$ cat src/rtl/axi_rd_pattern_slave.sv
// AXI4 read-only slave returning generated RGB565 test-pattern beats for frame-buffer bursts.
// In-order AR queue, configurable first-beat latency and inter-beat gap, honours RREADY.
module axi_rd_pattern_slave #(
    parameter int unsigned DATA_W      = 32,
    parameter int unsigned ADDR_W      = 32,
    parameter int unsigned ID_W        = 4,
    parameter int unsigned PLANE_WORDS = 9600,
    parameter int unsigned AR_DEPTH    = 4,
    parameter int unsigned FIRST_LAT   = 1,
    parameter int unsigned BEAT_GAP    = 0
) (
    input  logic              AXI_ACLK,
    input  logic              AXI_ARESET,
    input  logic [ID_W-1:0]   S_AXI_ARID,
    input  logic [ADDR_W-1:0] S_AXI_ARADDR,
    input  logic [7:0]        S_AXI_ARLEN,
    input  logic [2:0]        S_AXI_ARSIZE,
    input  logic [1:0]        S_AXI_ARBURST,
    input  logic              S_AXI_ARVALID,
    output logic              S_AXI_ARREADY,
    output logic [ID_W-1:0]   S_AXI_RID,
    output logic [DATA_W-1:0] S_AXI_RDATA,
    output logic [1:0]        S_AXI_RRESP,
    output logic              S_AXI_RLAST,
    output logic              S_AXI_RVALID,
    input  logic              S_AXI_RREADY,
    output logic [31:0]       burst_done_cnt,
    output logic              busy
);

    localparam int unsigned LANES     = DATA_W / 16;
    localparam int unsigned BYTES     = DATA_W / 8;
    localparam int unsigned SIZE_CODE = $clog2(BYTES);
    localparam int unsigned PTR_W     = (AR_DEPTH > 1) ? $clog2(AR_DEPTH) : 1;
    localparam int unsigned CNT_W     = $clog2(AR_DEPTH + 1);
    localparam int unsigned TMR_W     = 16;

    typedef struct packed {
        logic [ID_W-1:0]   id;
        logic [ADDR_W-1:0] addr;
        logic [7:0]        len;
        logic [2:0]        size;
        logic [1:0]        burst;
    } ar_t;

    typedef enum logic [1:0] {ST_IDLE, ST_LAT, ST_BEAT, ST_GAP} state_t;

    ar_t               fifo_q [AR_DEPTH];
    ar_t               ar_in;
    ar_t               head;
    logic [PTR_W-1:0]  wr_ptr_q, wr_ptr_d, rd_ptr_q, rd_ptr_d;
    logic [CNT_W-1:0]  count_q, count_d;
    logic              arready_q, arready_d;
    state_t            state_q, state_d;
    logic [TMR_W-1:0]  lat_q, lat_d, gap_q, gap_d;
    logic              gap_last_q, gap_last_d;
    logic [7:0]        beat_q, beat_d;
    logic              rvalid_q, rvalid_d, rlast_q, rlast_d;
    logic [ID_W-1:0]   rid_q, rid_d;
    logic [DATA_W-1:0] rdata_q, rdata_d;
    logic [1:0]        rresp_q, rresp_d;
    logic [31:0]       done_q, done_d;
    logic              busy_q, busy_d;
    logic              push, pop, load;

    logic [7:0]        load_idx;
    logic [ADDR_W-1:0] w0, mask, word, col;
    logic [1:0]        plane;
    logic              bad;
    logic [DATA_W-1:0] pix;

    assign ar_in = {S_AXI_ARID, S_AXI_ARADDR, S_AXI_ARLEN, S_AXI_ARSIZE, S_AXI_ARBURST};
    assign head  = fifo_q[rd_ptr_q];
    assign push  = S_AXI_ARVALID && arready_q;

    // Pattern for the beat about to be presented from the head burst
    always_comb begin
        case (state_q)
            ST_BEAT: load_idx = beat_q + 8'd1;
            ST_GAP:  load_idx = beat_q;
            default: load_idx = 8'd0;
        endcase
        w0   = head.addr >> SIZE_CODE;
        mask = ADDR_W'(head.len);
        case (head.burst)
            2'b00:   word = w0;
            2'b10:   word = (w0 & ~mask) | ((w0 + ADDR_W'(load_idx)) & mask);
            default: word = w0 + ADDR_W'(load_idx);
        endcase
        bad = (head.size != 3'(SIZE_CODE)) || (head.burst == 2'b11) ||
              ((head.burst == 2'b10) && !(head.len inside {8'd1, 8'd3, 8'd7, 8'd15}));
        plane = 2'(word / ADDR_W'(PLANE_WORDS));
        col   = word % ADDR_W'(PLANE_WORDS);
        pix   = '0;
        for (int k = 0; k < LANES; k++) begin
            case (plane)
                2'd0:    pix[16*k +: 16] = 16'(col * ADDR_W'(LANES) + ADDR_W'(k));
                2'd1:    pix[16*k +: 16] = 16'h001f;
                2'd2:    pix[16*k +: 16] = 16'h07e0;
                default: pix[16*k +: 16] = 16'hf100;
            endcase
        end
        if (bad) pix = '0;
    end

    // Next-state: queue bookkeeping and burst sequencing
    always_comb begin
        state_d    = state_q;
        lat_d      = lat_q;
        gap_d      = gap_q;
        gap_last_d = gap_last_q;
        beat_d     = beat_q;
        rvalid_d   = rvalid_q;
        rlast_d    = rlast_q;
        rid_d      = rid_q;
        rdata_d    = rdata_q;
        rresp_d    = rresp_q;
        done_d     = done_q;
        pop        = 1'b0;
        load       = 1'b0;

        case (state_q)
            ST_IDLE: begin
                if (count_q != '0) begin
                    beat_d = 8'd0;
                    if (FIRST_LAT <= 1) begin
                        state_d = ST_BEAT;
                        load    = 1'b1;
                    end else begin
                        state_d = ST_LAT;
                        lat_d   = TMR_W'(FIRST_LAT - 2);
                    end
                end
            end
            ST_LAT: begin
                if (lat_q == '0) begin
                    state_d = ST_BEAT;
                    load    = 1'b1;
                end else begin
                    lat_d = lat_q - TMR_W'(1);
                end
            end
            ST_BEAT: begin
                if (S_AXI_RREADY) begin
                    if (rlast_q) begin
                        pop      = 1'b1;
                        done_d   = done_q + 32'd1;
                        rvalid_d = 1'b0;
                        rlast_d  = 1'b0;
                        if (BEAT_GAP == 0) begin
                            state_d = ST_IDLE;
                        end else begin
                            state_d    = ST_GAP;
                            gap_d      = TMR_W'(BEAT_GAP - 1);
                            gap_last_d = 1'b1;
                        end
                    end else begin
                        beat_d = beat_q + 8'd1;
                        if (BEAT_GAP == 0) begin
                            load = 1'b1;
                        end else begin
                            rvalid_d   = 1'b0;
                            state_d    = ST_GAP;
                            gap_d      = TMR_W'(BEAT_GAP - 1);
                            gap_last_d = 1'b0;
                        end
                    end
                end
            end
            default: begin
                if (gap_q == '0) begin
                    if (gap_last_q) begin
                        state_d = ST_IDLE;
                    end else begin
                        state_d = ST_BEAT;
                        load    = 1'b1;
                    end
                end else begin
                    gap_d = gap_q - TMR_W'(1);
                end
            end
        endcase

        if (load) begin
            rvalid_d = 1'b1;
            rdata_d  = pix;
            rresp_d  = bad ? 2'b10 : 2'b00;
            rlast_d  = (load_idx == head.len);
            rid_d    = head.id;
        end

        wr_ptr_d = push ? wr_ptr_q + PTR_W'(1) : wr_ptr_q;
        rd_ptr_d = pop  ? rd_ptr_q + PTR_W'(1) : rd_ptr_q;
        case ({push, pop})
            2'b10:   count_d = count_q + CNT_W'(1);
            2'b01:   count_d = count_q - CNT_W'(1);
            default: count_d = count_q;
        endcase
        // No bypass: a full queue keeps ARREADY low even while popping
        arready_d = (count_d != CNT_W'(AR_DEPTH));
        busy_d    = (count_d != '0) || (state_d != ST_IDLE);
    end

    always_ff @(posedge AXI_ACLK) begin
        if (AXI_ARESET) begin
            state_q    <= ST_IDLE;
            lat_q      <= '0;
            gap_q      <= '0;
            gap_last_q <= 1'b0;
            beat_q     <= '0;
            rvalid_q   <= 1'b0;
            rlast_q    <= 1'b0;
            rid_q      <= '0;
            rdata_q    <= '0;
            rresp_q    <= '0;
            done_q     <= '0;
            wr_ptr_q   <= '0;
            rd_ptr_q   <= '0;
            count_q    <= '0;
            arready_q  <= 1'b0;
            busy_q     <= 1'b0;
        end else begin
            state_q    <= state_d;
            lat_q      <= lat_d;
            gap_q      <= gap_d;
            gap_last_q <= gap_last_d;
            beat_q     <= beat_d;
            rvalid_q   <= rvalid_d;
            rlast_q    <= rlast_d;
            rid_q      <= rid_d;
            rdata_q    <= rdata_d;
            rresp_q    <= rresp_d;
            done_q     <= done_d;
            wr_ptr_q   <= wr_ptr_d;
            rd_ptr_q   <= rd_ptr_d;
            count_q    <= count_d;
            arready_q  <= arready_d;
            busy_q     <= busy_d;
        end
    end

    // Queue storage needs no reset; pointers define validity
    always_ff @(posedge AXI_ACLK) begin
        if (push) fifo_q[wr_ptr_q] <= ar_in;
    end

    assign S_AXI_ARREADY  = arready_q;
    assign S_AXI_RID      = rid_q;
    assign S_AXI_RDATA    = rdata_q;
    assign S_AXI_RRESP    = rresp_q;
    assign S_AXI_RLAST    = rlast_q;
    assign S_AXI_RVALID   = rvalid_q;
    assign burst_done_cnt = done_q;
    assign busy           = busy_q;

endmodule

$ cat config.mk
export PLATFORM = sky130hd
export DESIGN_NAME = axi_rd_pattern_slave
export DESIGN_NICKNAME = d
export VERILOG_FILES = /design/src/rtl/axi_rd_pattern_slave.sv
export SDC_FILE = /design/constraint.sdc
export NUM_CORES = 1
export LEC_CHECK = 0
export CAP_MARGIN = 20
export CORE_AREA = 2 2 198 200
export CTS_CLUSTER_DIAMETER = 120
export DETAILED_ROUTE_END_ITERATION = 8
export DIE_AREA = 0 0 200 202
export PLACE_DENSITY = 0.69
export SLEW_MARGIN = 20
export SYNTH_ARGS = -nofsm -noshare
export SYNTH_HDL_FRONTEND = slang
export SYNTH_SLANG_ARGS = --single-unit
$ cat constraint.sdc
create_clock -name AXI_ACLK -period 22.6 [get_ports AXI_ACLK]
set_clock_uncertainty 0.1 [all_clocks]
set_input_delay 2.26 -clock AXI_ACLK [delete_from_list [all_inputs] [get_ports AXI_ACLK]]
set_output_delay 2.26 -clock AXI_ACLK [all_outputs]
set_load 0.03 [all_outputs]
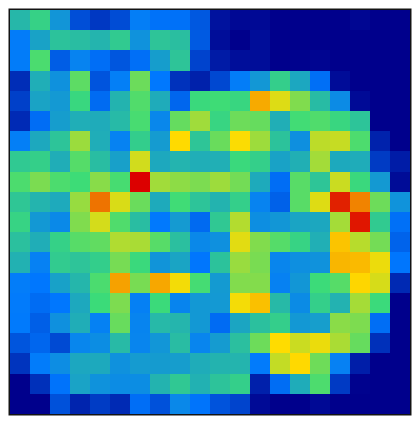
**Above:** run 1 (wiring heat map).
Scale: 2 px per um. 20 x 20 tiles, from dark blue (low) to red (high), scaled to the fullest tile. Values are wire area over tile area, all layers added.
tiles over half the peak: 25%
emptiest ninth of the die: upper right
nearly empty tiles: 13%
fullest tile: 0.50
mean over tiles: 0.18
GR Util All Layers: 22.1%
Routed WL: 45200 um
WL per Instance: 17.9 um

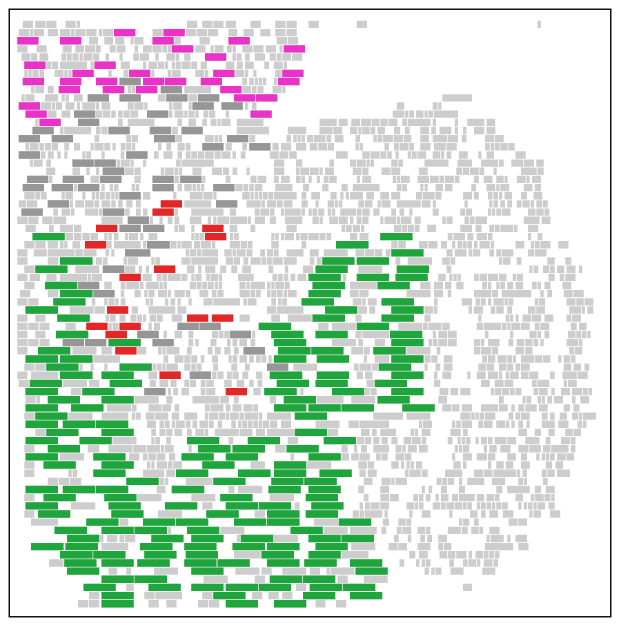
**Above:** run 1 (sequential cells grouped by signal name).
Scale: 3 px per um. Other sequential cells in the stronger grey, the rest of the logic in the fainter grey.
[magenta] burst_done_cnt | sequential cells: 32
[green] fifo_q | sequential cells: 188
[red] S_AXI_RDATA | sequential cells: 17 | where: middle left
fraction of area in registers: 36.5%
register area: 7830 sq um

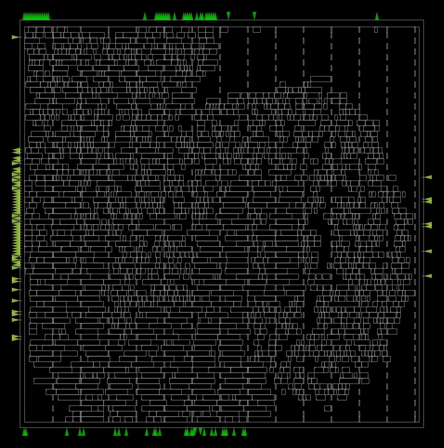
**Above:** run 1 (placement view).
Post-Route Utilization: 56.1%
Core Rows: 72
Core Region: 38300 sq um
Tapcell Cnt: 518
final std cells w/o fill: 2518

==> deck_impl_summary.md, run 1 <==
Key Metrics from the Run

Outcome
  – Status: complete, no violations

Synth
  – Adder-cell share of the synthesized area: 1.85%
  – Synth warn: 0
  – Top cells by count: nor2_1, edfxtp_1, nand2_1
  – Yosys cell count: 1880
  – Post-synthesis chip area from yosys: 18900 sq um
  – Sequential share of the synthesized area: 41.4%
  – Mapped Area: 18900 sq um
  – Count of flip-flops with a built-in enable after synthesis: 188
  – Yosys top cell area share: 29.8%
  – Syn Area/Cell: 10.1 sq um
  – Complex Gates by Area: 19.0%
  – Cells after Synth: 1880
  – Dominant register cell: edfxtp_1
  – Yosys simple share: 18.0%
  – Post-synth top area cell: edfxtp_1
  – Comb area leader: AND-OR/OR-AND gates
  – Post-synth cell types: 125
  – Flops & latches, synth: 297
  – XORs/XNORs by Area: 8.22%

Final layout
  – Non-CTS inverters: 36
  – Comb/total area: 49.4%
  – Final Cell Area: 21500 sq um
  – Max-area cell class: logic gates
  – Clock buf/inv share: 4.36%
  – Non-clk bufs: 134
  – Seq_cells: 297
  – Fill cells: 3307
  – Fraction of layout cells with a size suffix above 1: 10.7%
  – Area grow syn2layout: 13.5%
  – Layout clock buffers: 42
  – Logic Gate Count: 1478
  – Nets: 2050
  – MI comb area: 10600 sq um

GRT
  – Vias in the first global route: 14.3k
  – Initial antenna violation count: 4
  – GRT overflow: 0
  – First-pass GRT wire length: 73200 um
  – Largest net degree at the start of global routing: 65

Critical path
  – R2R Path End: S_AXI_RDATA[28]$_SDFFE_PP0P_
  – Reg2reg setup slack: 1.96 ns
  – Worst setup path end: S_AXI_RDATA[28]$_SDFFE_PP0P_
  – Critical Path End Type: flip-flop
  – Slowest cell on crit path: dfxtp_4
  – Crit path required time: 22.94 ns
  – CP Launch Type: flip-flop
  – Max incr delay on CP: 0.65 ns
  – Arrival @ worst endpoint: 20.98 ns
  – CP dominant cell by count: mux2i_1
  – Crit Path Max Fanout: 26

Hold path
  – Worst hold endpoint: S_AXI_RVALID$_SDFFE_PP0P_
  – Worst Hold Launch: S_AXI_RVALID$_SDFFE_PP0P_

Clocking
  – Latency at later pin: 0.58 ns
  – CTS max path bufs: 3
  – Clock-pin slew on the worst setup and hold paths: 0.06 ns
  – Root Driver: clkbuf_16
  – Setup bufs post-CTS: 0
  – Cts hold-fix bufs: 0
  – CTS sink cnt: 297
  – Number of buffers created by CTS: 28
  – # resized after CTS: 0
  – CTS tree: yes

Placement
  – Detailed Place HPWL: 32100 um
  – Port Buf Inserts: 123
  – Cell Area, Placed: 20500 sq um
  – Gpl congestion: 0.882
  – Placement Setup Slack: 2.17 ns

Final timing
  – Worst Max-Slew Pin Slew: 0.996 ns
  – Fin crit share: 91.3%
  – Minimum clock period after layout: 20.64 ns
  – Unrepaired setup endpoints after global routing: false
  – Final setup viols: 0
  – Final hold vios: 0
  – Fmax: 48.4 MHz
  – Fin. max-slew vios: 0
  – Final WS setup: 1.96 ns
  – Setup TNS: 0 ns

Run
  – OpenROAD warning count: 33
  – Max-cap violation count: 0

Floorplan
  – Die Height: 202 um
  – Starting density of the core: 49.4%
  – Die ar.: 40400 sq um
  – Die W: 200 um

Detailed routing
  – Drt drc: 0
  – DR vias: 15.0k
  – Vias per inst: 5.97
  – First drt pass iteration count: 7
-- run 1: cells in the final DEF, fill, tap and decap left out, drive strengths merged, types with 21 or more instances in the layout --
cell type	netlist	final
edfxtp	188	188
a21oi	117	117
nor2	199	199
mux4	44	44
xor2	56	56
clkbuf	32	43
nand3	71	71
clkdlybuf4s50	0	122
nand2	142	142
or3	35	35
mux2i	43	43
inv	35	38
o21ai	105	105
a211oi	24	24
o211ai	31	31
and2	35	35
and3	33	33
xnor2	111	111
nand4	21	21
a31oi	32	32
dfxtp	109	109
nor3	51	51
-- run 1: per-layer routing --
layer	wire [um]	share of wire, %	GRT usage, %
met5	9	0.020	0
met4	723	1.6	5.00
met2	21900	49	37.6
met3	2220	4.9	2.49
met1	20300	45	30.3
-- run 1: state kept, by name, indices dropped and copies added, names as in the netlist, named ones only --
| register | flops |
|---|---|
| S_AXI_ARREADY | 1 |
| S_AXI_RRESP | 1 |
| S_AXI_RVALID | 1 |
| busy | 1 |
| burst_done_cnt | 32 |
| wr_ptr_q | 2 |
| beat_q | 8 |
| S_AXI_RDATA | 17 |
| S_AXI_RID | 4 |
| state_q | 2 |
| gap_q | 16 |
| lat_q | 16 |
| count_q | 3 |
| rd_ptr_q | 2 |
| fifo_q | 188 |
| S_AXI_RLAST | 1 |
-- run 1: critical path, delay by kind of cell (launching register included) --
family,cells,cell delay (ns)
xor gates and xnor gates,5,2.30
AOI/OAI and AO/OA,33,10.57
DFF,1,0.65
adders and majority gates,2,0.64
and+or+nand+nor,9,2.46
buffers and inverters,4,0.91
muxes,7,2.83
==> run 2: changes to the inputs <==
--- a/config.mk
+++ b/config.mk
@@ -5,12 +5,12 @@
 export SDC_FILE = /design/constraint.sdc
 export NUM_CORES = 1
 export LEC_CHECK = 0
+export ABC_AREA = 1
 export CAP_MARGIN = 20
-export CORE_AREA = 2 2 198 200
+export CORE_AREA = 10 10 218 220
 export CTS_CLUSTER_DIAMETER = 120
 export DETAILED_ROUTE_END_ITERATION = 8
-export DIE_AREA = 0 0 200 202
-export PLACE_DENSITY = 0.69
+export DIE_AREA = 0 0 228 230
 export SLEW_MARGIN = 20
 export SYNTH_ARGS = -nofsm -noshare
 export SYNTH_HDL_FRONTEND = slang
==> run 2 against run 1 <==
Largest cell class unchanged; highest routed layer unchanged; flip-flop count did not move; register-to-register slack improved by 4.6 ns; design area rose by 3.3%; cell count rose by 24%; non-clock buffer count fell by 2.
==> deck_impl_summary.md, run 2 <==
Key Metrics from the Run

Outcome
  – Status: complete, no violations (unchanged)

Detailed routing
  – WL per Instance: 14.8 um (was 17.9 um)
  – Vias per inst: 5.10 (was 5.97)
  – DR vias: 15.9k (was 15.0k)

Final timing
  – Setup TNS: 0 ns (unchanged)
  – Final WS setup: 6.55 ns (was 1.96 ns)
  – Minimum clock period after layout: 16.05 ns (was 20.64 ns)
  – Unrepaired setup endpoints after global routing: false (unchanged)
  – Final hold vios: 0 (unchanged)

Critical path
  – CP dominant cell by count: nand2_2 (was mux2i_1)
  – Crit path required time: 22.99 ns (was 22.94 ns)
  – Critical Path End Type: flip-flop (unchanged)
  – Slowest cell on crit path: buf_4 (was dfxtp_4)
  – Crit Path Max Fanout: 72 (was 26)
  – CP Launch Type: flip-flop (unchanged)

Final layout
  – Final Cell Area: 22200 sq um (was 21500 sq um)
  – Register area: 7830 sq um (unchanged)
  – Nets: 2581 (was 2050)
  – Fraction of layout cells with a size suffix above 1: 20.9% (was 10.7%)
  – Top cells excl fill/tap: nand2_1, inv_1, nand2_2, nand3_1, edfxtp_1 (was nor2_1, edfxtp_1, nand2_1, clkdlybuf4s50_1, a21oi_1)

Clocking
  – CTS max path bufs: 3 (unchanged)
  – Clock-pin slew on the worst setup and hold paths: 0.06 ns (about the same)
  – CTS tree: yes (unchanged)
  – CTS sink cnt: 297 (unchanged)
  – Root Driver: clkbuf_16 (unchanged)
  – Number of buffers created by CTS: 31 (was 28)
  – Setup bufs post-CTS: 0 (unchanged)
  – Cts hold-fix bufs: 0 (unchanged)

Run
  – Max-cap violation count: 0 (unchanged)

Placement
  – Detailed Place HPWL: 32700 um (was 32100 um)
  – Cell Area, Placed: 21100 sq um (was 20500 sq um)
  – Gpl congestion: 0.868 (was 0.882)

Floorplan
  – Die W: 228 um (was 200 um)
  – Die ar.: 52400 sq um (was 40400 sq um)

GRT
  – GRT overflow: 0 (unchanged)
  – GR Util All Layers: 17.1% (was 22.1%)
  – First-pass GRT wire length: 76100 um (was 73200 um)
  – Largest net degree at the start of global routing: 90 (was 65)

Synth
  – Top cells by count: nand2_1, inv_1, nand2_2 (was nor2_1, edfxtp_1, nand2_1)
  – Synth warn: 0 (unchanged)
  – Sequential share of the synthesized area: 39.9% (was 41.4%)
  – Dominant register cell: edfxtp_1 (unchanged)
  – Count of flip-flops with a built-in enable after synthesis: 188 (unchanged)
  – Syn Area/Cell: 8.15 sq um (was 10.1 sq um)
  – Post-synthesis chip area from yosys: 19600 sq um (was 18900 sq um)
  – Post-synth cell types: 73 (was 125)
  – Mapped Area: 19600 sq um (was 18900 sq um)
-- run 2: cell count changes after synthesis, sizes merged, moves of 35 or more --
| cell | before | now |
|---|---|---|
| inv | 35 | 276 |
| mux2i | 43 | 4 |
| mux4 | 44 | 0 |
| nand2 | 142 | 773 |
| nand3 | 71 | 252 |
| nand4 | 21 | 69 |
| or3 | 35 | 0 |
| xnor2 | 111 | 9 |
-- run 2: area by class of cell --
type,count,share of cell area (%)
clock inverter,14,0.762
tap,585,3.30
timing repair buffer,132,5.83
clock buffer,44,3.99
multi-input combinational,1756,45.7
antenna,1,0.0113
inverter,288,5.10
sequential,297,35.3
-- run 2: final timing paths --
check | slack, ns | startpoint | endpoint
setup / recovery | 6.55 | flip-flop | S_AXI_RDATA[21]$_SDFFE_PP0P_
hold / removal | 0.37 | rd_ptr_q[1]$_SDFFE_PP0P_ | flip-flop
setup reg to reg | 6.55 | flip-flop | S_AXI_RDATA[21]$_SDFFE_PP0P_
hold reg to reg | 0.37 | rd_ptr_q[1]$_SDFFE_PP0P_ | flip-flop
-- run 2: kinds of logic (layout without fill, tap and decap cells) --
kind of cell             after synthesis  after routing  share of synthesized area [%]
AND/OR/NAND/NOR                     1377           1377                           38.2
buffers and inverters                353            478                           8.56
flip-flops                           297            297                           39.9
AND-OR/OR-AND                        289            289                           8.71
XOR/XNOR                              62             62                           2.87
adder cells (fa/ha/maj)               22             22                           1.48
multiplexers                           5              5                          0.262
other                                  1              2                         0.0191
-- run 2: per-layer routing --
metal | vias up | wire length, um | GRT usage, %
li1 | 8162 | - | -
met1 | 7475 | 21000 | 21.1
met2 | 225 | 22700 | 30.8
met3 | 47 | 1700 | 2.38
met4 | 2 | 764 | 4.02
met5 | - | 9 | 0
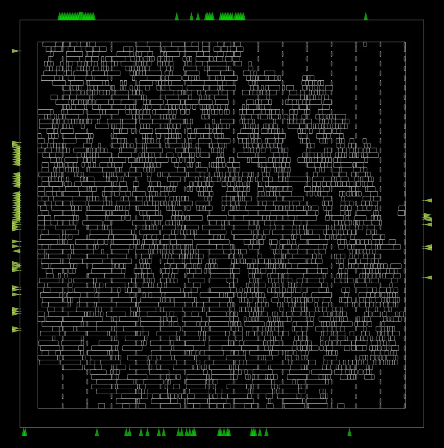
**Above:** run 2 (placement view).
Fill cells: 4100
Post-Route Utilization: 51.7%
final std cells w/o fill: 3117
Core Rows: 76

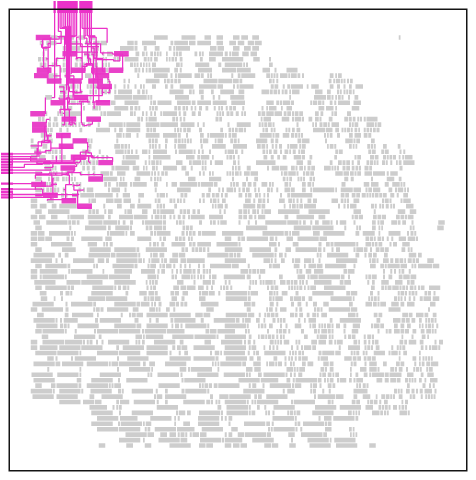
**Above:** run 2 (nets reached from selected ports).
Scale: 2 px per um.
[magenta] burst_done_cnt | bits: 32 | direction: output | end cells: 32 | wire: 1740 um
Port Buf Inserts: 123
I/O pin cnt: 127

